**Congestion heat map**

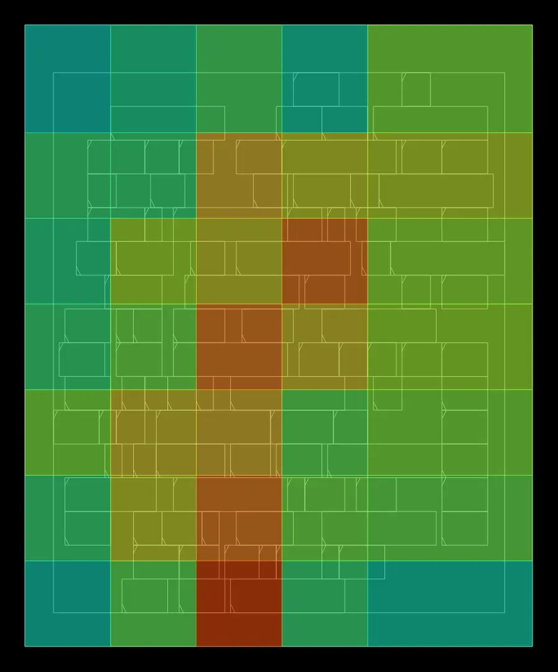
**Met1 routing**

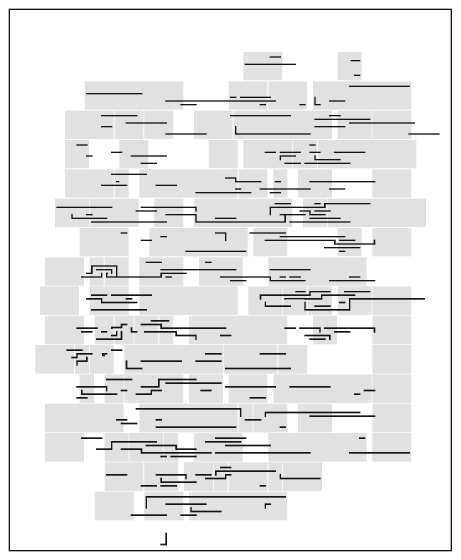
<file path="src/rtl/pn_conflict_arbiter.sv">
// Shared Petri-net place with round-robin arbitration among N competing consumer transitions.
// Holds the token count, accepts upstream deposits and grants at most one consumer per cycle.
module pn_conflict_arbiter #(
    parameter int N   = 4,
    parameter int CAP = 3,
    localparam int CW = $clog2(CAP + 1)
) (
    input  logic          clk,
    input  logic          rst,
    input  logic          put,
    output logic          put_ack,
    input  logic [N-1:0]  req,
    input  logic          hold,
    output logic [N-1:0]  grant,
    output logic [CW-1:0] tokens,
    output logic          empty,
    output logic          full,
    output logic [7:0]    fire_cnt
);

    localparam int PW = (N > 1) ? $clog2(N) : 1;

    logic [CW-1:0] tokens_q, tokens_d;
    logic [N-1:0]  grant_q, grant_d;
    logic [PW-1:0] ptr_q, ptr_d;
    logic [7:0]    fire_cnt_q, fire_cnt_d;

    logic          fire;
    logic          win_found;
    logic [PW-1:0] win_idx;
    logic [PW:0]   scan_idx;

    assign empty    = (tokens_q == '0);
    assign full     = (tokens_q == CW'(CAP));
    assign tokens   = tokens_q;
    assign grant    = grant_q;
    assign fire_cnt = fire_cnt_q;

    // put_ack is forced low during reset so a deposit cannot be acknowledged and then lost
    assign put_ack = put & ~full & rst;
    assign fire    = (|req) & ~empty & ~hold;

    // Scan requesters starting at the rotating pointer, wrapping modulo N
    always_comb begin
        win_found = 1'b0;
        win_idx   = '0;
        scan_idx  = '0;
        for (int off = 0; off < N; off++) begin
            scan_idx = {1'b0, ptr_q} + (PW+1)'(off);
            if (scan_idx >= (PW+1)'(N)) begin
                scan_idx = scan_idx - (PW+1)'(N);
            end
            if (!win_found && req[scan_idx[PW-1:0]]) begin
                win_found = 1'b1;
                win_idx   = scan_idx[PW-1:0];
            end
        end
    end

    always_comb begin
        grant_d    = '0;
        ptr_d      = ptr_q;
        fire_cnt_d = fire_cnt_q;
        tokens_d   = tokens_q;
        if (fire && win_found) begin
            grant_d[win_idx] = 1'b1;
            ptr_d            = (win_idx == PW'(N - 1)) ? '0 : win_idx + PW'(1);
            fire_cnt_d       = fire_cnt_q + 8'd1;
        end
        // Simultaneous deposit and fire leave the count unchanged
        if (put_ack && !fire) begin
            tokens_d = tokens_q + CW'(1);
        end else if (!put_ack && fire) begin
            tokens_d = tokens_q - CW'(1);
        end
    end

    always_ff @(posedge clk or negedge rst) begin
        if (!rst) begin
            tokens_q   <= '0;
            grant_q    <= '0;
            ptr_q      <= '0;
            fire_cnt_q <= '0;
        end else begin
            tokens_q   <= tokens_d;
            grant_q    <= grant_d;
            ptr_q      <= ptr_d;
            fire_cnt_q <= fire_cnt_d;
        end
    end

endmodule

</file>
<file path="config.mk">
export PLATFORM = sky130hd
export DESIGN_NAME = pn_conflict_arbiter
export DESIGN_NICKNAME = d
export VERILOG_FILES = /design/src/rtl/pn_conflict_arbiter.sv
export SDC_FILE = /design/constraint.sdc
export NUM_CORES = 1
export LEC_CHECK = 0
export CORE_ASPECT_RATIO = 1.25
export CORE_MARGIN = 2
export CORE_UTILIZATION = 48
export DETAILED_ROUTE_END_ITERATION = 6
export PLACE_DENSITY = 0.82
export SLEW_MARGIN = 20
export SYNTH_ARGS = -nofsm -noshare
export SYNTH_HDL_FRONTEND = slang
export SYNTH_SLANG_ARGS = --single-unit
</file>
<file path="constraint.sdc">
create_clock -name clk -period 5.2 [get_ports clk]
set_clock_uncertainty 0.15 [all_clocks]
set_input_delay 0.78 -clock clk [delete_from_list [all_inputs] [get_ports clk]]
set_output_delay 0.78 -clock clk [all_outputs]
set_load 0.005 [all_outputs]
</file>
==> impl_metrics.tcl <==
# flow metrics
set metrics [dict create \
    synth_area_leader_cell "dfrtp_1" \
    highest_layer "met3" \
    synthMuxAreaShare_pct 4.60 \
    final-comb-area_um2 393 \
    nFillCells 131 \
    ys_ff 16 \
    rows 16 \
    dr_wl_met3_um 60 \
    seq_power_share_pct 39.9 \
    leakage_nw 0.490 \
    peakVddDrop_mv 0.267 \
    io_buffers 24 \
    avgSynthCellArea_um2 11.8 \
    pwr.group.clock_uw 79.7 \
    netSwitchingPower_uw 190 \
    viasPerCell 5.28 \
    largest_register_ffs 8 \
    r2r-end "tokens[1]" \
    intPower_uw 378 \
    dr.pass1.iters 4 \
    cts.repair.resized 0 \
    ys_seq_share_pct 49.1 \
    edf_count 0 \
    worstPathCellList "clkdlybuf4s50_1 -> nand2_1 -> nor2_1 -> clkdlybuf4s50_1" \
    regArea_um2 400 \
    slowest_delay_ps 940 \
    htreeDepth 1 \
    cp_top_family "buffers and inverters" \
    gr-total-overflow 0 \
    fin_tns_setup_ps 0 \
    crit_path_start_kind "input port" \
    initial_core_util_pct 51.6 \
    postCtsSetupBuffers 0 \
    arrival_ps 2520 \
    fin_ws_ps 1750 \
    yosys_cells 69 \
    r2r-start "tokens[0]" \
    async_flop_share_pct 100 \
    rsz0062_at_grt "false" \
    simple_gate_area_share_pct 16.3 \
    top_cell "dfrtp_1" \
    synth-compound-area-share_pct 7.36 \
    maxCapViolations 0 \
    met2_length_um 848 \
    layout.nets 111 \
    hold_start "fire_cnt[7]" \
    cts.sinks 16 \
    preCtsSetupSlack_ps 1690 \
    die_w_um 40.9 \
    critical_path_class "input port to output pin" \
    clock_path_buffers 2 \
    cts_buffers 3 \
    pwr-share-clk_pct 14.0 \
    status "complete, no violations" \
    area_growth_pct 35.3 \
    crit_top_cell "clkdlybuf4s50_1" \
    grt.met2_usage_pct 32.3 \
    worstHoldPathType "flop to flop" \
    required_ps 4270 \
    topCellsByArea "dfrtp_1, ha_1, xnor2_1" \
    seq-power_uw 227 \
    p_per_area_nw_per_um2 515 \
    wirelength_met1_um 564 \
    power.group.top "combinational logic" \
    synth.distinct_cells 22 \
    ys_warn_count 0 \
    drtIter0Drc 12 \
    reg2reg_slack_ps 3150 \
    fmax_mhz 290 \
    core_um2 1580 \
    cp_slowest_cell "clkdlybuf4s50_1" \
    io_pins 25 \
    comb_cell_power_uw 262 \
    clkLatencyLatePin_ps 280 \
    xor_area_share_pct 10.7 \
    ys_area_um2 816 \
    antenna_found_initial 0 \
    crit_cells 4 \
    cp-end-kind "output pin" \
    top_area_share_pct 49.1 \
    hold_end "fire_cnt[7]" \
    synthesis.area_um2 816 \
    root_buffer "clkbuf_4" \
    cts_tree "done" \
    power_frac_comb_pct 46.1 \
    setup_viol 0 \
    finalClockPeriodUsage_pct 66.3 \
    ctsHoldBuffers 0 \
    reg2regPathDepth 7 \
    worstHoldPathCells 1 \
    finalMaxSlewViolations 0 \
    grt_start_max_net_pins 18 \
    drive_gt1_share_pct 15.6 \
]
-- 'congestion heat map' (at the start) --
busiest layer in global routing: met2
GRT Overall Usage: 18.8%
GR Util met3: 4.05%
wire length per cell: 12.9 um

-- 'met1 routing' (at the start) --
share of all routed wire: 38%
main direction: horizontal
final WL: 1470 um
GRT met1 Usage: 21.2%
routed via count: 602

-- per-stage QoR --
stage	power, mW	cells	hold WS, ps	instance area (um^2)	util (%)
floorplan	0.360	69	318	816	-
global placement	0.478	110	310	1070	67.5
detailed placement	0.493	110	313	1070	67.5
CTS	0.574	114	330	1100	69.8
global route	0.616	114	363	1100	69.8
finish	0.568	114	324	1100	69.8
-- placed cells by master (no fill, tap or decap), types with 3 or more instances in the layout --
master	Yosys	routed
clkbuf_4	0	3
nand4_1	5	5
nand2_1	3	3
clkdlybuf4s50_1	0	24
and2_2	5	5
ha_1	6	6
dfrtp_1	16	16
nor2_1	4	4
and3_1	3	3
xnor2_1	8	8
-- layout make-up --
class	instances	area share, %
multi-input cells	49	35.6
clock buffers	4	3.29
repair buffers	24	21.8
well taps	18	2.04
inverters	3	1.02
flip-flops and latches	16	36.3
Power is estimated from default activity; no workload was simulated.
